### src/rtl/alu_mdu_unit.sv
// Registered ALU plus iterative unsigned multiply/divide for the multi-cycle RISC-V datapath.
// Base integer ops finish in one cycle; MUL/MULHU/DIVU/REMU take WIDTH cycles behind busy/done.
module alu_mdu_unit #(
  parameter int WIDTH = 32
) (
  input  logic             clk,
  input  logic             rst,
  input  logic             start,
  input  logic [1:0]       ALUOp,
  input  logic [2:0]       func3,
  input  logic [1:0]       func7,
  input  logic [WIDTH-1:0] a,
  input  logic [WIDTH-1:0] b,
  output logic [WIDTH-1:0] result,
  output logic             zero,
  output logic             busy,
  output logic             done,
  output logic             illegal
);
  localparam int CW = $clog2(WIDTH);
  localparam logic [CW-1:0] LAST = CW'(WIDTH - 1);

  typedef enum logic [1:0] {S_IDLE, S_MUL, S_DIV, S_DONE} state_e;
  typedef enum logic [3:0] {
    OP_ADD, OP_SUB, OP_XOR, OP_OR, OP_AND, OP_SLT, OP_SLTU,
    OP_MUL, OP_MULHU, OP_DIVU, OP_REMU, OP_ILL
  } op_e;

  state_e             state_q, state_d;
  logic [2*WIDTH-1:0] acc_q, acc_d;
  logic [WIDTH-1:0]   opnd_q, opnd_d;
  logic               hi_q, hi_d;
  logic [CW-1:0]      cnt_q, cnt_d;
  logic [WIDTH-1:0]   result_q, result_d;
  logic               zero_q, zero_d, busy_q, busy_d, done_q, done_d, ill_q, ill_d;

  op_e                op;
  logic [WIDTH-1:0]   alu_res;
  logic [WIDTH:0]     mul_sum, div_sh, div_diff;
  logic [2*WIDTH-1:0] mul_next, div_next;
  logic               start_ok;

  always_comb begin
    op = OP_ILL;
    case (ALUOp)
      2'b00: op = OP_ADD;
      2'b01: op = OP_SUB;
      2'b11: begin
        case (func3)
          3'b000: op = OP_ADD;
          3'b100: op = OP_XOR;
          3'b110: op = OP_OR;
          3'b111: op = OP_AND;
          3'b010: op = OP_SLT;
          3'b011: op = OP_SLTU;
          default: op = OP_ILL;
        endcase
      end
      default: begin
        if (!func7[0]) begin
          case (func3)
            3'b000: op = func7[1] ? OP_SUB : OP_ADD;
            3'b100: op = OP_XOR;
            3'b110: op = OP_OR;
            3'b111: op = OP_AND;
            3'b010: op = OP_SLT;
            3'b011: op = OP_SLTU;
            default: op = OP_ILL;
          endcase
        end else begin
          case (func3)
            3'b000: op = OP_MUL;
            3'b011: op = OP_MULHU;
            3'b101: op = OP_DIVU;
            3'b111: op = OP_REMU;
            default: op = OP_ILL;
          endcase
        end
      end
    endcase
  end

  always_comb begin
    alu_res = '0;
    case (op)
      OP_ADD:  alu_res = a + b;
      OP_SUB:  alu_res = a - b;
      OP_XOR:  alu_res = a ^ b;
      OP_OR:   alu_res = a | b;
      OP_AND:  alu_res = a & b;
      OP_SLT:  alu_res = {{(WIDTH-1){1'b0}}, $signed(a) < $signed(b)};
      OP_SLTU: alu_res = {{(WIDTH-1){1'b0}}, a < b};
      default: alu_res = '0;
    endcase
  end

  // acc holds {partial product, remaining multiplier} for MUL and
  // {partial remainder, dividend/quotient bits} for DIV.
  always_comb begin
    mul_sum  = {1'b0, acc_q[2*WIDTH-1:WIDTH]} + (acc_q[0] ? {1'b0, opnd_q} : '0);
    mul_next = {mul_sum, acc_q[WIDTH-1:1]};
    div_sh   = {acc_q[2*WIDTH-1:WIDTH], acc_q[WIDTH-1]};
    div_diff = div_sh - {1'b0, opnd_q};
    // A zero divisor never borrows, so quotient fills with ones and the remainder becomes a.
    div_next = div_diff[WIDTH] ? {div_sh[WIDTH-1:0], acc_q[WIDTH-2:0], 1'b0}
                               : {div_diff[WIDTH-1:0], acc_q[WIDTH-2:0], 1'b1};
  end

  always_comb begin
    state_d  = state_q;
    acc_d    = acc_q;
    opnd_d   = opnd_q;
    hi_d     = hi_q;
    cnt_d    = cnt_q;
    result_d = result_q;
    ill_d    = ill_q;
    start_ok = start && (state_q == S_IDLE || state_q == S_DONE);
    case (state_q)
      S_MUL: begin
        acc_d = mul_next;
        cnt_d = cnt_q + CW'(1);
        if (cnt_q == LAST) begin
          state_d  = S_DONE;
          result_d = hi_q ? mul_next[2*WIDTH-1:WIDTH] : mul_next[WIDTH-1:0];
        end
      end
      S_DIV: begin
        acc_d = div_next;
        cnt_d = cnt_q + CW'(1);
        if (cnt_q == LAST) begin
          state_d  = S_DONE;
          result_d = hi_q ? div_next[2*WIDTH-1:WIDTH] : div_next[WIDTH-1:0];
        end
      end
      default: begin
        state_d = S_IDLE;
        if (start_ok) begin
          ill_d = (op == OP_ILL);
          cnt_d = '0;
          case (op)
            OP_MUL, OP_MULHU: begin
              state_d = S_MUL;
              acc_d   = {{WIDTH{1'b0}}, b};
              opnd_d  = a;
              hi_d    = (op == OP_MULHU);
            end
            OP_DIVU, OP_REMU: begin
              state_d = S_DIV;
              acc_d   = {{WIDTH{1'b0}}, a};
              opnd_d  = b;
              hi_d    = (op == OP_REMU);
            end
            default: begin
              state_d  = S_DONE;
              result_d = alu_res;
            end
          endcase
        end
      end
    endcase
    zero_d = (result_d == '0);
    busy_d = (state_d == S_MUL) || (state_d == S_DIV);
    done_d = (state_d == S_DONE);
  end

  always_ff @(posedge clk or negedge rst) begin
    if (!rst) begin
      state_q  <= S_IDLE;
      acc_q    <= '0;
      opnd_q   <= '0;
      hi_q     <= 1'b0;
      cnt_q    <= '0;
      result_q <= '0;
      zero_q   <= 1'b1;
      busy_q   <= 1'b0;
      done_q   <= 1'b0;
      ill_q    <= 1'b0;
    end else begin
      state_q  <= state_d;
      acc_q    <= acc_d;
      opnd_q   <= opnd_d;
      hi_q     <= hi_d;
      cnt_q    <= cnt_d;
      result_q <= result_d;
      zero_q   <= zero_d;
      busy_q   <= busy_d;
      done_q   <= done_d;
      ill_q    <= ill_d;
    end
  end

  assign result  = result_q;
  assign zero    = zero_q;
  assign busy    = busy_q;
  assign done    = done_q;
  assign illegal = ill_q;
endmodule

### config.mk
export PLATFORM = sky130hd
export DESIGN_NAME = alu_mdu_unit
export DESIGN_NICKNAME = d
export VERILOG_FILES = /design/src/rtl/alu_mdu_unit.sv
export SDC_FILE = /design/constraint.sdc
export NUM_CORES = 1
export LEC_CHECK = 0
export CAP_MARGIN = 20
export CORE_ASPECT_RATIO = 1.75
export CORE_UTILIZATION = 40
export CTS_BUF_LIST = sky130_fd_sc_hd__clkbuf_8
export CTS_CLUSTER_SIZE = 40
export DETAILED_ROUTE_END_ITERATION = 8
export PLACE_DENSITY = 0.61
export REMOVE_ABC_BUFFERS = 1
export SLEW_MARGIN = 20
export SYNTH_ARGS = -nofsm -noshare
export SYNTH_HDL_FRONTEND = slang
export SYNTH_SLANG_ARGS = --single-unit
### constraint.sdc
create_clock -name clk -period 4.5 [get_ports clk]
set_input_delay 0.675 -clock clk [delete_from_list [all_inputs] [get_ports clk]]
set_output_delay 0.675 -clock clk [all_outputs]
set_load 0.05 [all_outputs]
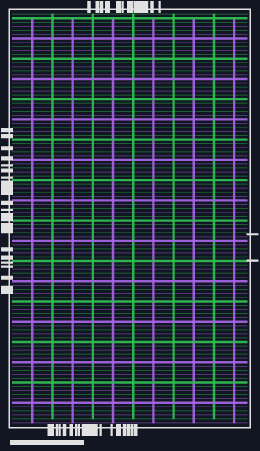
(run_1/pdn.png)
Bar = 50 um. Pins as bars on the die edge.
legend:
  green:
    net: VDD
  purple:
    net: VSS
met5 straps: 20
signal pins: 110
rows: 101
met1 rails: 102

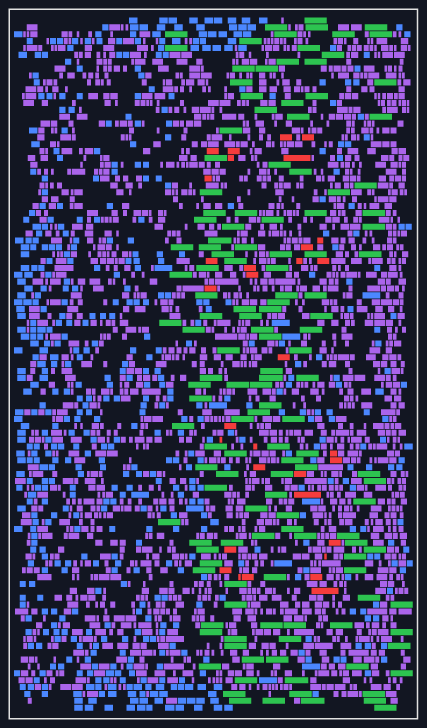
(run_1/cell_classes.png)
legend:
  purple:
    class: all other logic
    cells: 2133
    share_of_their_area: 61%
  blue:
    class: other buffers and delay cells
    cells: 588
    share_of_their_area: 21%
  green:
    class: flip-flops
    cells: 140
    share_of_their_area: 15%
  red:
    class: clock drivers and dummy loads
    cells: 32
    share_of_their_area: 1.9%

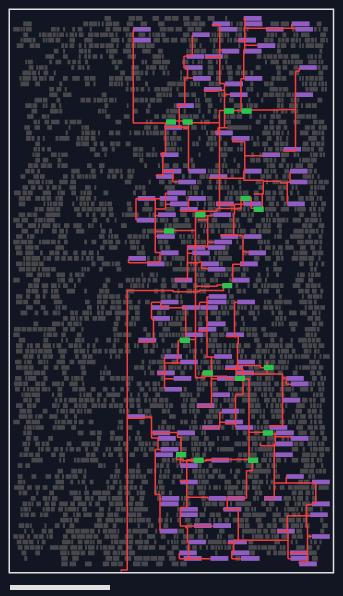
(run_1/clock_map.png)
Bar = 50 um.
legend:
  green:
    item: cells driving clock nets
    count: 17
  red:
    item: clock wires
    length: 2370 um
  purple:
    item: flip-flops
    count: 140
routed clock nets: 18

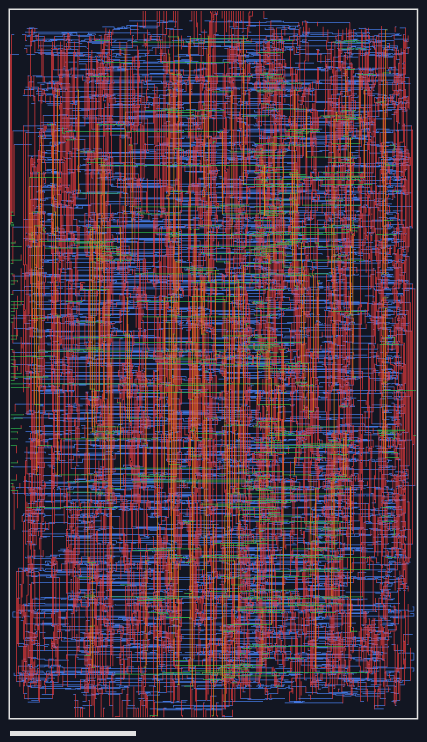
(run_1/metal_stack.png)
Bar = 50 um.
legend:
  orange:
    layer: met4
    wire_length: 6310 um
  green:
    layer: met3
    wire_length: 4800 um
  red:
    layer: met2
    wire_length: 42.7 mm
  blue:
    layer: met1
    wire_length: 33.5 mm

## run 1: logic make-up after synthesis
family	share of synthesized area
fa+ha+maj	0.1332
simple gates	0.1982
mux	0.02672
compound gates	0.3329
buf+inv	0.06837
xor+xnor	0.04256
flops	0.1980
## run 1: final timing paths
path	end	slack, ps	depth (start not counted)
hold / removal	acc_q[7]$_DFFE_PN0P_	210	1
max in group asynchronous	acc_q[49]$_DFFE_PN0P_	3460	2
setup reg to reg	zero$_DFF_PN1_	20	17
min in group clk	cnt_q[4]$_DFFE_PN0P_	520	1
hold reg to reg	cnt_q[4]$_DFFE_PN0P_	520	1
setup / recovery	zero$_DFF_PN1_	20	17
## run 1: area by class of cell
| type | count | share of cell area |
|---|---|---|
| diodes | 1 | 0.0001071 |
| clock buffers | 20 | 0.01178 |
| clock inverters | 12 | 0.006265 |
| inverters | 152 | 0.02442 |
| multi-input cells | 1981 | 0.5705 |
| flip-flops and latches | 140 | 0.1501 |
| well taps | 566 | 0.03031 |
| repair buffers | 588 | 0.2065 |
## run 1: layer usage
metal	vias up	GRT usage
li1	9799	-
met3	243	0.03829
met1	10160	0.4472
met5	-	0
met4	0	0.2453
met2	958	0.6716
## run 1: power breakdown
group          leakage, uW  switching (uW)  internal, uW
logic              0.00877            7000          4640
registers          0.00174             724          1840
clock network     0.000215             569           588
## run 1: through the flow
stage          worst slack [ps]  total power [uW]    util  hold WS [ps]  cells
2_1_floorplan             -1427              8852       -         379.4   2273
3_3_place_gp             -610.7             13440  0.5184         492.7   3415
3_5_place_dp             -729.3             13580  0.5184         498.3   3415
4_1_cts                   19.10             14950  0.5326         288.2   3452
5_1_grt                  -89.54             16230  0.5375         300.3   3460
6_report                  21.03             15360  0.5375         214.2   3460
==> out/summary.txt, run 1 <==
outcome - finished, final reports clean
summed standard-cell area reported by yosys - 0.01770 mm2
most area-consuming cells after synthesis - sky130_fd_sc_hd__dfrtp_1, sky130_fd_sc_hd__ha_1, sky130_fd_sc_hd__nand2_1
setup repair after global routing missed its margin - true
initial antenna violation count - 2
summed negative setup slack over all endpoints - 0 ps
clock sink total - 140
startpoint of the worst setup timing path - acc_q[0]$_DFFE_PN0P_
average wire length per cell after detail routing - 25.24 um
via count - 21160
Cell Chain, Critical Path - buf_4, nand2_1, inv_1, ha_1, a211oi_2, o211ai_1, a211o_1, nand3_1, nand4_1, xnor2_2, nor3_1, nor3_2, o311ai_4, or4_4, nor4b_4, nand4b_1, nor4b_2
delay contributed by the slowest stage of the critical path - 600 ps
fraction of layout cells with a size suffix above 1 - 0.2112
Final Cell Area - 0.02337 mm2
count of library flops with an enable pin - 0
area growth from synthesis to layout - 32.04%
library cell contributing the largest single delay on the critical path - sky130_fd_sc_hd__or4_4
count of max-cap constraint violations - 0
power density over the cells - 657.3 mW/mm2
DPL Wire Length - 70640 um
x dimension of the die - 161 um
global router's overall resource usage - 0.3851
floorplan core density - 0.4071
wire length on met1 - 33470 um
gate family responsible for the most delay along the worst path - simple AND/OR/NAND/NOR gates
count of warning messages emitted by the tools - 108
Hold Vio Cnt, Final - 0
post-cts hold buffer count - 0
Post-CTS Setup Bufs - 5
number of flip-flops in the largest register - 64
Post-Syn Area - 0.01770 mm2
post-synthesis async set-or-reset flop share - 1.000
Top Layer Used - met4
synthesized area per cell - 7.277 um2
class of the tightest hold or removal check - in2async
endpoint class of the critical path - flip-flop
highest attainable clock frequency - 223.3 MHz
CTS tree - yes
detailed-route DRC error count - 0
count of input and output buffers - 109
filler cell count in the final layout - 4333
Total Wirelength - 87320 um
total clock buffers created by CTS - 17
wire length on met2 - 42740 um
Synth top cells by count - sky130_fd_sc_hd__nand2_1, sky130_fd_sc_hd__nor2_1, sky130_fd_sc_hd__a21oi_1, sky130_fd_sc_hd__ha_1, sky130_fd_sc_hd__o21ai_0
final number of max-transition violations - 0
number of design-rule violations left by the first detailed-router iteration - 1946
setup violation total in the final timing report - 0
vertical die dimension - 280.3 um
# rows - 101
drt via density - 6.116
number of cells produced by synthesis - 2432
post-synthesis register bit count - 140
Worst Path Required - 4900 ps
CTS clock-pin slew for the worst setup and hold paths - 90 ps
total area of multi-input combinational cells - 0.01333 mm2
reg2reg start - acc_q[0]$_DFFE_PN0P_
sequential area share after synthesis - 0.1980
wire length of the first global-routing pass - 130300 um
Final Wtd Congestion - 0.9829
drt first pass iters - 6
worst-case headroom to the max-slew limit - 0.3296
combined buffer and inverter count along the critical path - 2
clock tree skew after final layout - 17.10 ps
H-tree Lvls - 4
tally of unique sky130hd cells used after synthesis - 86
Insertion Delay late pin - 490 ps
maximum vdd ir drop - 0.3933 mV
Top cell area share - 0.1965
Yosys top cell by area - sky130_fd_sc_hd__dfrtp_1
Core Region - 0.04347 mm2
crit path kind - reg2reg
arrival time of data at the critical path endpoint - 4880 ps
total cells reported by yosys after synthesis - 2432
floorplan die area - 0.04512 mm2
total length of routed met3 wires - 4802 um
cell area after placement - 0.02254 mm2
Final #Nets - 3140
clock tree root buffer cell - sky130_fd_sc_hd__clkbuf_8
most flop-heavy register - acc_q
most common library cell in the layout ignoring fill and taps - sky130_fd_sc_hd__buf_4
Final period util - 0.9953
min Tclk post-route - 4479 ps
commonest cells after routing, fill and taps aside - sky130_fd_sc_hd__buf_4, sky130_fd_sc_hd__nand2_1, sky130_fd_sc_hd__nor2_1
remaining antenna violation count - 0
Worst Max-Slew Pin Slew - 1006 ps
maximum number of pins on one net before global-route repair - 91
static leakage power - 0.01072 uW
CP startpoint kind - flip-flop
register area - 0.003508 mm2
maximum root-to-sink buffer count - 2
count of instances resized after the clock tree is built - 32
count of boundary I/O pins - 110
Post-synth top flop - sky130_fd_sc_hd__dfrtp_1
sum of overflow across all layers after global routing - 0
most frequent cell after synthesis - sky130_fd_sc_hd__nand2_1
synthesis warning total - 0
highest fanout seen on the critical path - 7
number of global-route vias before repair - 21130
## Run 2: what changed since run 1
Settings changed: SKIP_LAST_GASP set to 1.
==> run 2 against run 1 <==
First-iteration DRC count is 1.5% higher. Design area hardly changed. Critical path depth stayed put. Highest routed layer unchanged. Synthesized cell count stayed put. Non-clock buffer count stayed put. Via count is 0.33% lower. Die size stayed put. Flip-flop count stayed put. Cell count stayed put. Wire length is 0.12% higher. Register-to-register slack worse by 20 ps. Maximum frequency is 0.37% lower. Largest power group unchanged.
==> out/summary.txt, run 2 <==
floorplan die area - 0.04512 mm2
x dimension of the die - 161 um
maximum number of pins on one net before global-route repair - 91
clock tree skew after final layout - 17.64 ps
startpoint of the worst setup timing path - acc_q[0]$_DFFE_PN0P_
wire length of the first global-routing pass - 130300 um
Synth top cells by count - sky130_fd_sc_hd__nand2_1, sky130_fd_sc_hd__nor2_1, sky130_fd_sc_hd__a21oi_1, sky130_fd_sc_hd__ha_1, sky130_fd_sc_hd__o21ai_0
post-synthesis async set-or-reset flop share - 1.000
library cell contributing the largest single delay on the critical path - sky130_fd_sc_hd__or4_4
setup repair after global routing missed its margin - true
summed negative setup slack over all endpoints - 0 ps
clock tree root buffer cell - sky130_fd_sc_hd__clkbuf_8
Worst Max-Slew Pin Slew - 989.3 ps
floorplan core density - 0.4071
power density over the cells - 657.4 mW/mm2
DPL Wire Length - 70640 um
remaining antenna violation count - 0
delay contributed by the slowest stage of the critical path - 600 ps
Final Cell Area - 0.02336 mm2
number of flip-flops in the largest register - 64
Final period util - 0.9990
arrival time of data at the critical path endpoint - 4900 ps
most common library cell in the layout ignoring fill and taps - sky130_fd_sc_hd__buf_4
total area of multi-input combinational cells - 0.01332 mm2
synthesized area per cell - 7.277 um2
post-cts hold buffer count - 0
setup violation total in the final timing report - 0
tally of unique sky130hd cells used after synthesis - 86
CP startpoint kind - flip-flop
vertical die dimension - 280.3 um
count of max-cap constraint violations - 0
Cell Chain, Critical Path - buf_4, nand2_1, inv_1, ha_1, a211oi_2, o211ai_1, a211o_1, nand3_1, nand4_1, xnor2_2, nor3_1, nor3_2, o311ai_4, or4_4, nor4b_4, nand4b_1, nor4b_2
average wire length per cell after detail routing - 25.27 um
drt first pass iters - 6
count of warning messages emitted by the tools - 108
number of design-rule violations left by the first detailed-router iteration - 1975
commonest cells after routing, fill and taps aside - sky130_fd_sc_hd__buf_4, sky130_fd_sc_hd__nand2_1, sky130_fd_sc_hd__nor2_1
via count - 21090
summed standard-cell area reported by yosys - 0.01770 mm2
area growth from synthesis to layout - 31.98%
outcome - finished, final reports clean
Worst R2R Setup Slack - 4 ps
Final WS setup - 4.461 ps
Post-Syn Area - 0.01770 mm2
overall power - 15350 uW
H-tree Lvls - 4
worst reg2reg endpoint - zero$_DFF_PN1_
Yosys top cell by area - sky130_fd_sc_hd__dfrtp_1
# rows - 101
register area - 0.003508 mm2
number of cells on the worst reg-to-reg path - 17
synthesis warning total - 0
number of cells produced by synthesis - 2432
Top cell area share - 0.1965
final number of max-transition violations - 0
most flop-heavy register - acc_q
Post-synth top flop - sky130_fd_sc_hd__dfrtp_1
detailed-route DRC error count - 0
Insertion Delay late pin - 490 ps
maximum vdd ir drop - 0.3982 mV
Core Region - 0.04347 mm2
filler cell count in the final layout - 4334
worst-case headroom to the max-slew limit - 0.3405
count of boundary I/O pins - 110
WP depth - 17
fraction of the core area covered by cells at the end of the flow - 0.5373
combined buffer and inverter count along the critical path - 2
Total Wirelength - 87430 um
min Tclk post-route - 4496 ps
drt via density - 6.096
initial antenna violation count - 2
highest fanout seen on the critical path - 7
cell area after placement - 0.02254 mm2
most frequent cell after synthesis - sky130_fd_sc_hd__nand2_1
post-synthesis register bit count - 140
endpoint class of the critical path - flip-flop
Hold Vio Cnt, Final - 0
global router's overall resource usage - 0.3851
CTS clock-pin slew for the worst setup and hold paths - 90 ps
gate family responsible for the most delay along the worst path - simple AND/OR/NAND/NOR gates
maximum root-to-sink buffer count - 2
most area-consuming cells after synthesis - sky130_fd_sc_hd__dfrtp_1, sky130_fd_sc_hd__ha_1, sky130_fd_sc_hd__nand2_1
post-place setup slack - -729.3 ps
end point of the critical path - zero$_DFF_PN1_
highest attainable clock frequency - 222.4 MHz
count of input and output buffers - 109
number of global-route vias before repair - 21130
class of the tightest hold or removal check - in2async
count of library flops with an enable pin - 0
total clock buffers created by CTS - 17
total cells reported by yosys after synthesis - 2432
Final #Nets - 3140
sum of overflow across all layers after global routing - 0
CTS tree - yes
crit path kind - reg2reg
static leakage power - 0.01072 uW
Final Wtd Congestion - 0.9829
fraction of layout cells with a size suffix above 1 - 0.2098
reg2reg start - acc_q[0]$_DFFE_PN0P_
sequential area share after synthesis - 0.1980
Worst Path Required - 4900 ps
==> run 2: cell counts after synthesis <==
No cell type changed its count.
==> run 2: metrics by stage <==
stage	hold slack (ps)	std cells
6_report	224.2	3460
5_1_grt	300.3	3460
3_3_place_gp	492.7	3415
2_1_floorplan	379.4	2273
3_5_place_dp	498.3	3415
4_1_cts	288.2	3452
==> run 2: cell families (layout without fill, tap and decap cells) <==
family,after synthesis,after routing,share of synthesized area
other,0,1,0
and+or+nand+nor,785,785,0.1982
xor gates and xnor gates,86,86,0.04256
adders and majority gates,186,186,0.1332
DFF,140,140,0.1980
muxes,45,45,0.02672
buffers and inverters,311,772,0.06837
AOI/OAI and AO/OA,879,879,0.3329
==> run 2: power breakdown <==
group          switching, uW  internal (uW)  leakage [uW]  total (uW)
logic                   6990           4630       0.00876       11600
clock network            574            588      0.000215        1160
registers                726           1840       0.00174        2560
==> run 2: metal layers <==
layer,GRT usage,share of wire
met1,0.4472,0.38
met2,0.6716,0.49
met3,0.03829,0.056
met4,0.2453,0.073
met5,0,0
==> run 2: what timing repair did <==
item	CTS	global route
pin swaps	10	22
buffers inserted	5	7
endpoints found under the setup margin	1	1
gates resized	32	34
endpoints found under the hold margin	0	0
==> run 2: cell type report <==
cell class / count / share of cell area
Timing Repair Buffer: 588 / 0.2066
Clock buffer: 20 / 0.01179
Antenna cell: 1 / 0.0001071
Clock inverter: 12 / 0.006268
Inverter: 152 / 0.02443
Multi-Input combinational cell: 1981 / 0.5703
Tap cell: 566 / 0.03032
Sequential cell: 140 / 0.1502
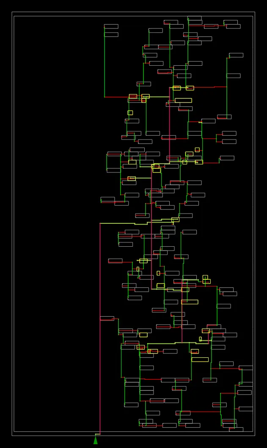
(run_2/final_clocks.png)
clock sink total: 140
clock tree buffer count of the final layout: 20

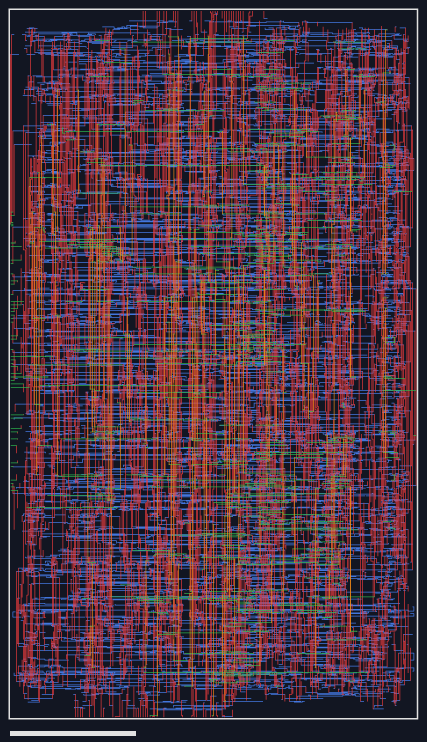
(run_2/metal_stack.png)
Bar = 50 um.
legend:
  orange:
    layer: met4
    wire_length: 6370 um
  green:
    layer: met3
    wire_length: 4860 um
  red:
    layer: met2
    wire_length: 42.7 mm
  blue:
    layer: met1
    wire_length: 33.5 mm

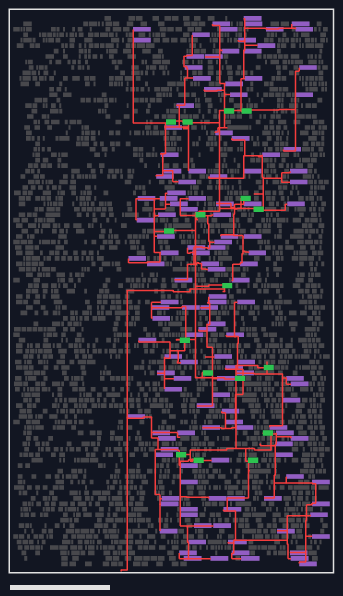
(run_2/clock_map.png)
Bar = 50 um.
legend:
  red:
    item: clock wires
    length: 2420 um
  green:
    item: cells driving clock nets
    count: 17
  purple:
    item: flip-flops
    count: 140
routed clock nets: 18

## Run 3: what changed since run 2
Settings changed: CORE_UTILIZATION 40 to 50, PLACE_DENSITY 0.61 to 0.73.
==> run 3 against run 2 <==
The flow now finishes with violations (setup timing). Design area decreased by 3.0%. First-iteration DRC count grew 17%. Clock power is 8% higher. Power decreased by 2.6%. Largest power group unchanged.
==> out/summary.txt, run 3 <==
Post-synth top flop - sky130_fd_sc_hd__dfrtp_1
Worst Path Required - 4890 ps
Final WS setup - -153.4 ps
Final Wtd Congestion - 1.025
detailed-route DRC error count - 0
number of cells produced by synthesis - 2432
count of boundary I/O pins - 110
most frequent cell after synthesis - sky130_fd_sc_hd__nand2_1
synthesis warning total - 0
total clock buffers created by CTS - 17
Largest Pwr Group - combinational cells
CTS clock-pin slew for the worst setup and hold paths - 80 ps
total length of routed met3 wires - 6984 um
commonest cells after routing, fill and taps aside - sky130_fd_sc_hd__buf_4, sky130_fd_sc_hd__nand2_1, sky130_fd_sc_hd__nor2_1
H-tree Lvls - 4
library cell appearing most often on the critical path - sky130_fd_sc_hd__buf_4
worst reg2reg endpoint - zero$_DFF_PN1_
static leakage power - 0.01038 uW
arrival time of data at the critical path endpoint - 5040 ps
sum of overflow across all layers after global routing - 0
number of design-rule violations left by the first detailed-router iteration - 2304
post-synthesis async set-or-reset flop share - 1.000
wire length on met2 - 37250 um
fraction of the core area covered by cells at the end of the flow - 0.6532
crit path kind - reg2reg
met3 Resource Use GR - 0.08571
class of the tightest hold or removal check - in2async
met2 capacity usage during global routing - 0.7175
count of warning messages emitted by the tools - 110
reg2reg start - acc_q[0]$_DFFE_PN0P_
clock tree skew after final layout - 12.05 ps
number of flip-flops in the largest register - 64
total cells reported by yosys after synthesis - 2432
Core Region - 0.03468 mm2
via count - 21450
average wire length per cell after detail routing - 24.36 um
count of max-cap constraint violations - 0
maximum root-to-sink buffer count - 2
Top cell area share - 0.1965
drt via density - 6.519
floorplan die area - 0.03618 mm2
Hold Vio Cnt, Final - 0
number of global-route vias before repair - 21200
Power Clock - 1250 uW
highest attainable clock frequency - 214.9 MHz
Reg power frac - 0.170
remaining antenna violation count - 0
Worst Max-Slew Pin Slew - 1090 ps
number of cells on the worst reg-to-reg path - 20
design internal power - 6913 uW
Cell Chain, Critical Path - buf_4, nand2_1, inv_1, ha_1, a211oi_1, o211ai_1, a2111oi_2, buf_4, nor4_1, buf_4, nor4_1, xnor2_1, nand2_1, nand2_1, a21oi_1, a2111oi_0, buf_4, nor4_2, nand4b_1, nor4b_2
Post-Syn Area - 0.01770 mm2
drt first pass iters - 9
switching share of power - 0.5376
power density over the cells - 659.9 mW/mm2
post-synthesis register bit count - 140
met1 track utilization from global routing - 0.5136
filler cell count in the final layout - 3202
# rows - 90
clock sink total - 140
fraction of layout cells with a size suffix above 1 - 0.1877
WP depth - 20
highest fanout seen on the critical path - 7
floorplan core density - 0.5102
vertical die dimension - 250.9 um
wire length of the first global-routing pass - 120800 um
clock tree root buffer cell - sky130_fd_sc_hd__clkbuf_8
synthesized area per cell - 7.277 um2
reported combinational group power - 11200 uW
worst-case headroom to the max-slew limit - 0.2704
end point of the critical path - zero$_DFF_PN1_
Final #Nets - 3076
DPL Wire Length - 63420 um
outcome - finished, violations left
maximum number of pins on one net before global-route repair - 102
post-cts hold buffer count - 0
x dimension of the die - 144.2 um
most area-consuming cells after synthesis - sky130_fd_sc_hd__dfrtp_1, sky130_fd_sc_hd__ha_1, sky130_fd_sc_hd__nand2_1
overall power - 14950 uW
global router's overall resource usage - 0.4471
area growth from synthesis to layout - 28.03%
delay contributed by the slowest stage of the critical path - 430 ps
tally of unique sky130hd cells used after synthesis - 86
CTS tree - yes
most flop-heavy register - acc_q
Top Layer Used - met5
count of input and output buffers - 109
Yosys top cell by area - sky130_fd_sc_hd__dfrtp_1
gate family responsible for the most delay along the worst path - simple AND/OR/NAND/NOR gates
initial antenna violation count - 4
setup violation total in the final timing report - 1
Final period util - 1.034
maximum vdd ir drop - 0.3822 mV
Worst R2R Setup Slack - -150 ps
power spent charging and discharging nets - 8037 uW
post-place setup slack - -717.5 ps
Insertion Delay late pin - 500 ps
share of power burned in the clock network - 0.084
sequential area share after synthesis - 0.1980
wire length on met1 - 28900 um
global routing's busiest layer - met2
setup repair after global routing missed its margin - true
power consumed by sequential cells - 2540 uW
endpoint class of the critical path - flip-flop
CP startpoint kind - flip-flop
startpoint of the worst setup timing path - acc_q[0]$_DFFE_PN0P_
combined buffer and inverter count along the critical path - 5
register area - 0.003506 mm2
most common library cell in the layout ignoring fill and taps - sky130_fd_sc_hd__buf_4
Synth top cells by count - sky130_fd_sc_hd__nand2_1, sky130_fd_sc_hd__nor2_1, sky130_fd_sc_hd__a21oi_1, sky130_fd_sc_hd__ha_1, sky130_fd_sc_hd__o21ai_0
summed standard-cell area reported by yosys - 0.01770 mm2
violations in the final reports - setup timing
count of library flops with an enable pin - 0
Logic pwr share - 0.746
final number of max-transition violations - 0
min Tclk post-route - 4653 ps
Total Wirelength - 80140 um
library cell contributing the largest single delay on the critical path - sky130_fd_sc_hd__a2111oi_2
total area of multi-input combinational cells - 0.01323 mm2
[run 3: cell count changes in the layout (fill, tap and decap cells not counted), sizes merged]
cell,delta
clkinvlp,-3
clkinv,+3
bufinv,+2
inv,-2
buf,-64
[run 3: timing repair]
| action | in CTS | in global routing |
|---|---|---|
| setup buffers | 7 | 6 |
| setup endpoints to repair | 1 | 3 |
| pin swaps | 19 | 15 |
| gates resized | 32 | 12 |
[run 3: cells by family after synthesis]
kind of cell	share of synthesized area
AND-OR/OR-AND	0.3329
XOR/XNOR	0.04256
adder cells (fa/ha/maj)	0.1332
buffers and inverters	0.06837
flip-flops	0.1980
multiplexers	0.02672
AND/OR/NAND/NOR	0.1982
[run 3: worst min path at each step]
stage,startpoint,endpoint,slack [ps],depth (start not counted)
detailed placement,cnt_q[0]$_DFFE_PN0P_,cnt_q[0]$_DFFE_PN0P_,510,1
finish,rst,opnd_q[4]$_DFFE_PN0P_,270,1
global placement,cnt_q[4]$_DFFE_PN0P_,cnt_q[4]$_DFFE_PN0P_,490,1
global route,rst,opnd_q[4]$_DFFE_PN0P_,340,1
floorplan,rst,acc_q[0]$_DFFE_PN0P_,380,0
CTS,rst,opnd_q[4]$_DFFE_PN0P_,340,1
[run 3: through the flow]
stage          std cells  area [um2]  TNS (ps)  hold WS, ps
6_report            3290       22660    -153.4        265.0
5_1_grt             3290       22660    -419.3        335.1
4_1_cts             3283       22550         0        335.4
3_5_place_dp        3244       21900     -1421        507.8
3_3_place_gp        3244       21890     -1174        490.2
2_1_floorplan       2273       17060    -71100        379.4
[run 3: cell type report]
class	instances	area share
Multi-Input combinational cell	1981	0.5838
Timing Repair Buffer	524	0.1901
Sequential cell	140	0.1547
Tap cell	460	0.02540
Inverter	152	0.02518
Clock buffer	20	0.01215
Clock inverter	12	0.008449
Antenna cell	1	0.0001104
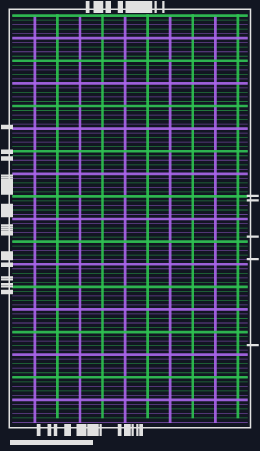
(run_3/pdn.png)
Bar = 50 um. Pins as bars on the die edge.
legend:
  green:
    net: VDD
  purple:
    net: VSS
met4 straps: 10
met5 straps: 18
signal pins: 110
met1 rails: 91
rows: 90

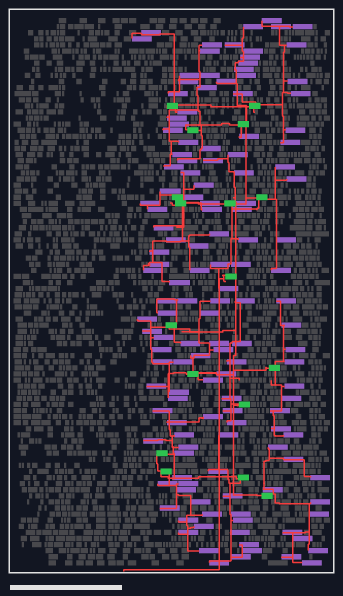
(run_3/clock_map.png)
Bar = 50 um.
legend:
  purple:
    item: flip-flops
    count: 140
  red:
    item: clock wires
    length: 2170 um
  green:
    item: cells driving clock nets
    count: 17
routed clock nets: 18

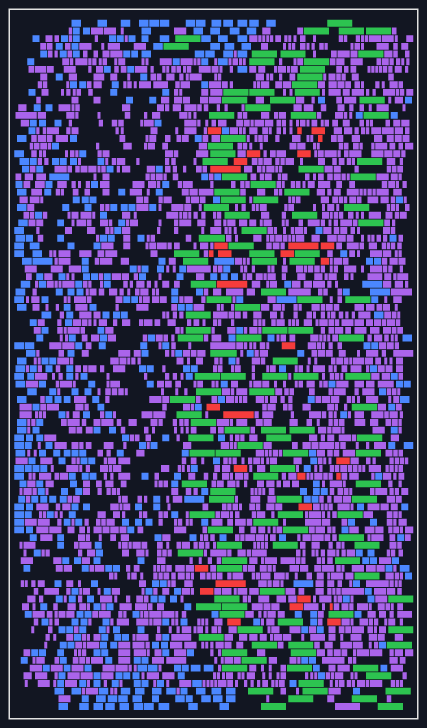
(run_3/cell_classes.png)
legend:
  purple:
    class: all other logic
    cells: 2133
    share_of_their_area: 62%
  green:
    class: flip-flops
    cells: 140
    share_of_their_area: 16%
  blue:
    class: other buffers and delay cells
    cells: 524
    share_of_their_area: 20%
  red:
    class: clock drivers and dummy loads
    cells: 32
    share_of_their_area: 2.1%

Power figures rest on the tool's default switching activity, not on a simulated workload.
